<file path="config.mk">
export PLATFORM = sky130hd
export DESIGN_NAME = ram_arbiter
export DESIGN_NICKNAME = d
export VERILOG_FILES = /design/src/rtl/ram_arbiter.sv
export SDC_FILE = /design/constraint.sdc
export NUM_CORES = 1
export LEC_CHECK = 0
export CORE_AREA = 10 10 185 187
export DETAILED_ROUTE_END_ITERATION = 8
export DIE_AREA = 0 0 195 197
export PLACE_DENSITY_LB_ADDON = 0.12
export SLEW_MARGIN = 5
export SYNTH_ARGS = -nofsm -noshare
export SYNTH_HDL_FRONTEND = slang
export SYNTH_SLANG_ARGS = --single-unit
export TNS_END_PERCENT = 20
</file>
<file path="constraint.sdc">
create_clock -name clk -period 3.2 [get_ports clk]
set_clock_uncertainty 0.05 [all_clocks]
set_input_delay 0.96 -clock clk [delete_from_list [all_inputs] [get_ports clk]]
set_output_delay 0.96 -clock clk [all_outputs]
set_load 0.05 [all_outputs]
</file>
<file path="src/rtl/ram_arbiter.sv">
// ram_arbiter
//   Shares the single dev_ram port between two requesters:
//     r0 = program loader, r1 = control unit.
//   Each grant issues one transaction. Arbitration is combinational in the request
//   cycle. A requester can lock the bus across several grants. Read data is routed
//   back to the requester that issued the read, using a fixed-latency tag pipeline.
//
// Ports
//   clk, rst                    clock, synchronous active-high reset
//   rN_req/op/size/addr/wdata   requester N transaction (op: 0 read, 1 write)
//   rN_lock                     keep ownership after this grant
//   rN_gnt                      request accepted this cycle
//   rN_rvalid/rN_rdata          read return for requester N
//   ram_op/size/addr/wdata      forwarded transaction (op: 0 NOP, 1 READ, 2 WRITE)
//   ram_rdata                   dev_ram read data, READ_LAT cycles after READ issue

// Per-requester read-return qualifier. Both requesters always see ram_rdata;
// only the valid strobe is steered by the owner tag.
module ram_arbiter_ret #(
  parameter int DATA_W = 64,
  parameter int ID     = 0
) (
  input  logic              rst,
  input  logic              tag_vld,
  input  logic              tag_own,
  input  logic [DATA_W-1:0] ram_rdata,
  output logic              rvalid,
  output logic [DATA_W-1:0] rdata
);
  // Masking with rst keeps a read that was in flight from surfacing while
  // reset is asserted. The pipeline itself is cleared on the same edge.
  assign rvalid = tag_vld && !rst && (tag_own == 1'(ID));
  assign rdata  = ram_rdata;
endmodule

module ram_arbiter #(
  parameter int ADDR_W   = 32,
  parameter int DATA_W   = 64,
  parameter int READ_LAT = 1,
  parameter int ARB_MODE = 0
) (
  input  logic              clk,
  input  logic              rst,
  input  logic              r0_req,
  input  logic              r0_op,
  input  logic [1:0]        r0_size,
  input  logic [ADDR_W-1:0] r0_addr,
  input  logic [DATA_W-1:0] r0_wdata,
  input  logic              r0_lock,
  output logic              r0_gnt,
  output logic              r0_rvalid,
  output logic [DATA_W-1:0] r0_rdata,
  input  logic              r1_req,
  input  logic              r1_op,
  input  logic [1:0]        r1_size,
  input  logic [ADDR_W-1:0] r1_addr,
  input  logic [DATA_W-1:0] r1_wdata,
  input  logic              r1_lock,
  output logic              r1_gnt,
  output logic              r1_rvalid,
  output logic [DATA_W-1:0] r1_rdata,
  output logic [1:0]        ram_op,
  output logic [1:0]        ram_size,
  output logic [ADDR_W-1:0] ram_addr,
  output logic [DATA_W-1:0] ram_wdata,
  input  logic [DATA_W-1:0] ram_rdata
);

  localparam int NREQ = 2;
  localparam logic [1:0] RAM_NOP   = 2'd0;
  localparam logic [1:0] RAM_READ  = 2'd1;
  localparam logic [1:0] RAM_WRITE = 2'd2;

  typedef struct packed {
    logic              req;
    logic              op;
    logic [1:0]        size;
    logic [ADDR_W-1:0] addr;
    logic [DATA_W-1:0] wdata;
    logic              lock;
  } req_t;

  typedef enum logic [1:0] {IDLE, LOCK0, LOCK1} state_t;

  req_t [NREQ-1:0] rq;
  req_t            g;
  state_t          state, state_nxt;
  logic            rr_ptr;   // requester favoured on the next contended IDLE cycle
  logic [NREQ-1:0] gnt;
  logic            sel;

  assign rq[0] = {r0_req, r0_op, r0_size, r0_addr, r0_wdata, r0_lock};
  assign rq[1] = {r1_req, r1_op, r1_size, r1_addr, r1_wdata, r1_lock};

  // Grant and next-state logic. Nothing is granted while rst is high.
  always_comb begin
    gnt       = '0;
    state_nxt = state;
    if (!rst) begin
      case (state)
        IDLE: begin
          if (rq[0].req && rq[1].req)
            gnt = ((ARB_MODE != 0) || !rr_ptr) ? 2'b01 : 2'b10;
          else
            gnt = {rq[1].req, rq[0].req};
          if (gnt[0] && rq[0].lock)      state_nxt = LOCK0;
          else if (gnt[1] && rq[1].lock) state_nxt = LOCK1;
        end
        // The owner may still issue one last transaction on the cycle it drops
        // lock. The other side only competes again from the next cycle.
        LOCK0: begin
          gnt[0] = rq[0].req;
          if (!rq[0].lock) state_nxt = IDLE;
        end
        LOCK1: begin
          gnt[1] = rq[1].req;
          if (!rq[1].lock) state_nxt = IDLE;
        end
        default: state_nxt = IDLE;
      endcase
    end
  end

  assign sel    = gnt[1];
  assign g      = rq[sel];
  assign r0_gnt = gnt[0];
  assign r1_gnt = gnt[1];

  assign ram_op    = (|gnt) ? (g.op ? RAM_WRITE : RAM_READ) : RAM_NOP;
  assign ram_size  = (|gnt) ? g.size  : '0;
  assign ram_addr  = (|gnt) ? g.addr  : '0;
  assign ram_wdata = (|gnt) ? g.wdata : '0;

  // Read tag pipeline. Stage 0 is the issue cycle and is combinational.
  // Stage READ_LAT lines up with ram_rdata.
  logic                issue_vld;
  logic [READ_LAT:0]   vld_pipe, own_pipe;
  logic [READ_LAT:1]   vld_q, own_q;

  assign issue_vld = (|gnt) && !g.op;
  assign vld_pipe  = {vld_q, issue_vld};
  assign own_pipe  = {own_q, sel};

  always_ff @(posedge clk) begin
    if (rst) begin
      state  <= IDLE;
      rr_ptr <= 1'b0;
      vld_q  <= '0;
      own_q  <= '0;
    end else begin
      state <= state_nxt;
      if (|gnt) rr_ptr <= ~sel;
      vld_q <= vld_pipe[READ_LAT-1:0];
      own_q <= own_pipe[READ_LAT-1:0];
    end
  end

  logic [NREQ-1:0]             rvalid;
  logic [NREQ-1:0][DATA_W-1:0] rdata;

  for (genvar n = 0; n < NREQ; n++) begin : g_ret
    ram_arbiter_ret #(.DATA_W(DATA_W), .ID(n)) u_ret (
      .rst       (rst),
      .tag_vld   (vld_pipe[READ_LAT]),
      .tag_own   (own_pipe[READ_LAT]),
      .ram_rdata (ram_rdata),
      .rvalid    (rvalid[n]),
      .rdata     (rdata[n])
    );
  end

  assign r0_rvalid = rvalid[0];
  assign r1_rvalid = rvalid[1];
  assign r0_rdata  = rdata[0];
  assign r1_rdata  = rdata[1];

endmodule

</file>
Fig. 1: layout detail
Scale bar: 10 um. Window x 126 to 166, y 29 to 69 um. Cells in gray, sequential cells in the stronger gray; small squares are vias.
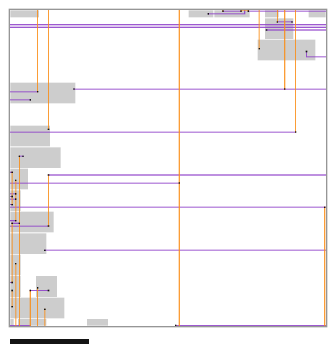
M2: drawn in orange. M1: drawn in purple.
Sequential cells in the window: 0. 11 logic cells have their middle in the window. Most frequent: buf_12 (4), buf_4 (3).

Fig. 2: met1 routing
Scale bar: 50 um. Supply wires on this layer in gray.
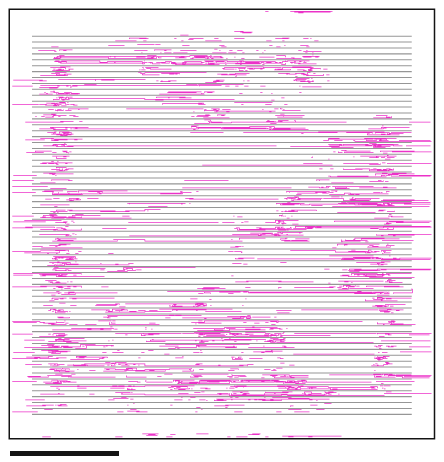
The wires run mostly horizontal. The longest straight run is 96.1 um. The layer holds 38% of the routed length. The layer carries 10500 um of wire. 842 nets have wire on it.

Fig. 3: selected gate families
Scale bar: 50 um.
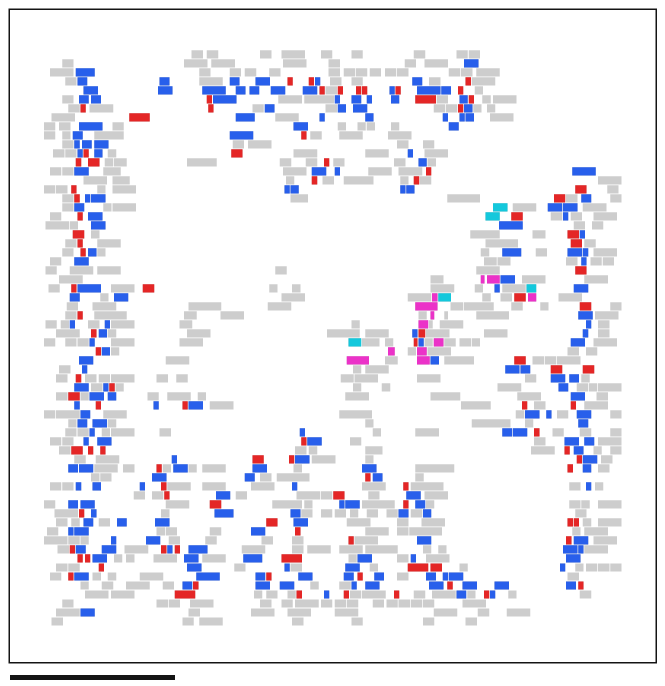
aoi and oai cells: drawn in blue, cells 201, most used a211oi_2, where widely spread. nor cells: drawn in magenta, cells 12. and/or cells: drawn in cyan, cells 5, where east. nand cells: drawn in red, cells 101, most used nand3_1, where widely spread.

Fig. 4: M3 wires
Scale bar: 50 um. Cells faint in the background.
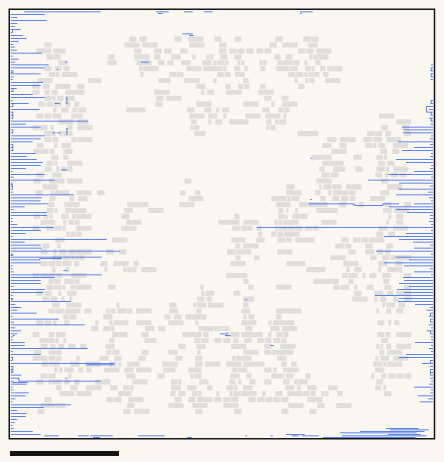
The layer carries 2540 um of wire. 230 nets have wire on it.

Fig. 5: track usage over the die
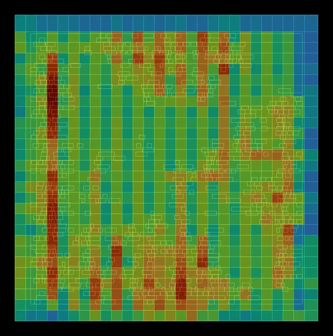
Top Usage Layer GRT: met2
per-cell routed wire length: 23.72 um
Core Util, Final: 0.3053
GRT met1 Usage: 0.1424
met2 Use GR: 0.2268

==> reports/results.txt <==
Run status = finished, violations left
Failing checks = setup timing
Max-slew violations = 0
Comb area = 2810 um^2
Actual slew at the worst max-slew pin = 992.8 ps
Crit path arrival time = 2430 ps
Internal = 1.164 mW
FP Util = 0.1146
Number of tapcells = 396
Worst R2R Start = state[0]
Clock tree buffer depth = 2
Post-Place Cells = 1136
Die y size = 197 um
Hold Startpoint = rr_ptr
Cell Chain, Critical Path = buf_8 -> or3b_4 -> buf_16 -> o21ai_1 -> a211oi_2 -> buf_4 -> buf_12
Max Cap Violations = 0
Critical-path top delay cell = or3b_4
CTS root buf = clkbuf_16
Hold path endpoint = rr_ptr
DIE WIDTH = 195 um
Sw frac = 0.4454
Port Buffer Count = 307
Routed wire length = 27650 um
Clock Power = 211 uW
Clock buf count = 4
Final worst path period share = 1.074
Final worst slack = -235.9 ps
Combinational group share of total power = 0.865
Final setup vio count = 101
NonClk Buf Share = 0.6245
Crit path to = ram_wdata[34]
Rel. slew slack = 0.3381
Total gr overflow = 0
Non-clock buffer count in the final layout = 441
Register area = 100.1 um^2
CTS buffer count = 3
Required @ worst endpoint = 2190 ps
Vias in the first global route = 5503
Initial antenna violation count = 0
Setup Fix Bufs, Post-CTS = 21
Finished Layout Cells = 1166
Switching power total = 934.5 uW
Critical path class = in -> out
Start point of the critical path = rst
Inverters, non-clock = 1
Clock power frac = 0.101
## synthesized netlist by cell type
cell type	count	share of area
a211oi_2	10	0.036
nor2_1	4	0.0043
inv_1	1	0.0011
nor3b_1	1	0.0022
buf_4	131	0.28
o21ai_0	8	0.011
and3b_1	1	0.0025
nand2b_1	1	0.0018
a211oi_1	90	0.19
clkbuf_1	22	0.024
nand3_1	89	0.13
a21oi_1	2	0.0029
nor2b_1	2	0.0036
nor4b_1	2	0.0050
o21ai_2	3	0.0075
clkbuf_2	3	0.0043
o21ai_1	88	0.13
dfxtp_1	5	0.029
buf_6	15	0.048
nand3_2	10	0.029
nor3_1	1	0.0014
or3b_1	2	0.0050
nand2_1	1	0.0011
nor3b_2	2	0.0072
and4bb_1	2	0.0072
buf_2	25	0.036
## layer usage
layer,share of wire,wire length (um),GRT usage
met2,0.50,13890,0.2268
met3,0.092,2542,0.05261
met4,0.025,686,0.02885
met5,0,0,0
met1,0.38,10540,0.1424
## logic make-up after synthesis
group | share of synthesized area
buf+inv | 0.3955
compound gates | 0.3780
flops | 0.02872
simple gates | 0.1978
## cell usage in the layout (no fill, tap or decap), drive strengths merged
master and instances:
buf 232, clkdlybuf4s50 200, a211oi 100, nand3 99, o21ai 99, clkbuf 11
dfxtp 5, nor2 4, nor3b 3, or3b 2, and4bb 2, a21oi 2
nor4b 2, bufbuf 2, nor2b 2, inv 1, and3b 1, nand2 1
nand2b 1, nor3 1
## stage by stage
step / TNS (ps) / instance area (um^2) / utilization
after CTS: -14720 / 8904 / 0.2926
after global placement: -64550 / 7749 / 0.2546
after floorplan: -52400 / 3573 / -
after global routing: -25150 / 9289 / 0.3053
final: -18170 / 9289 / 0.3053
after detailed placement: -64820 / 7749 / 0.2546
No activity file was given, so power comes from the tool's default toggle rates.
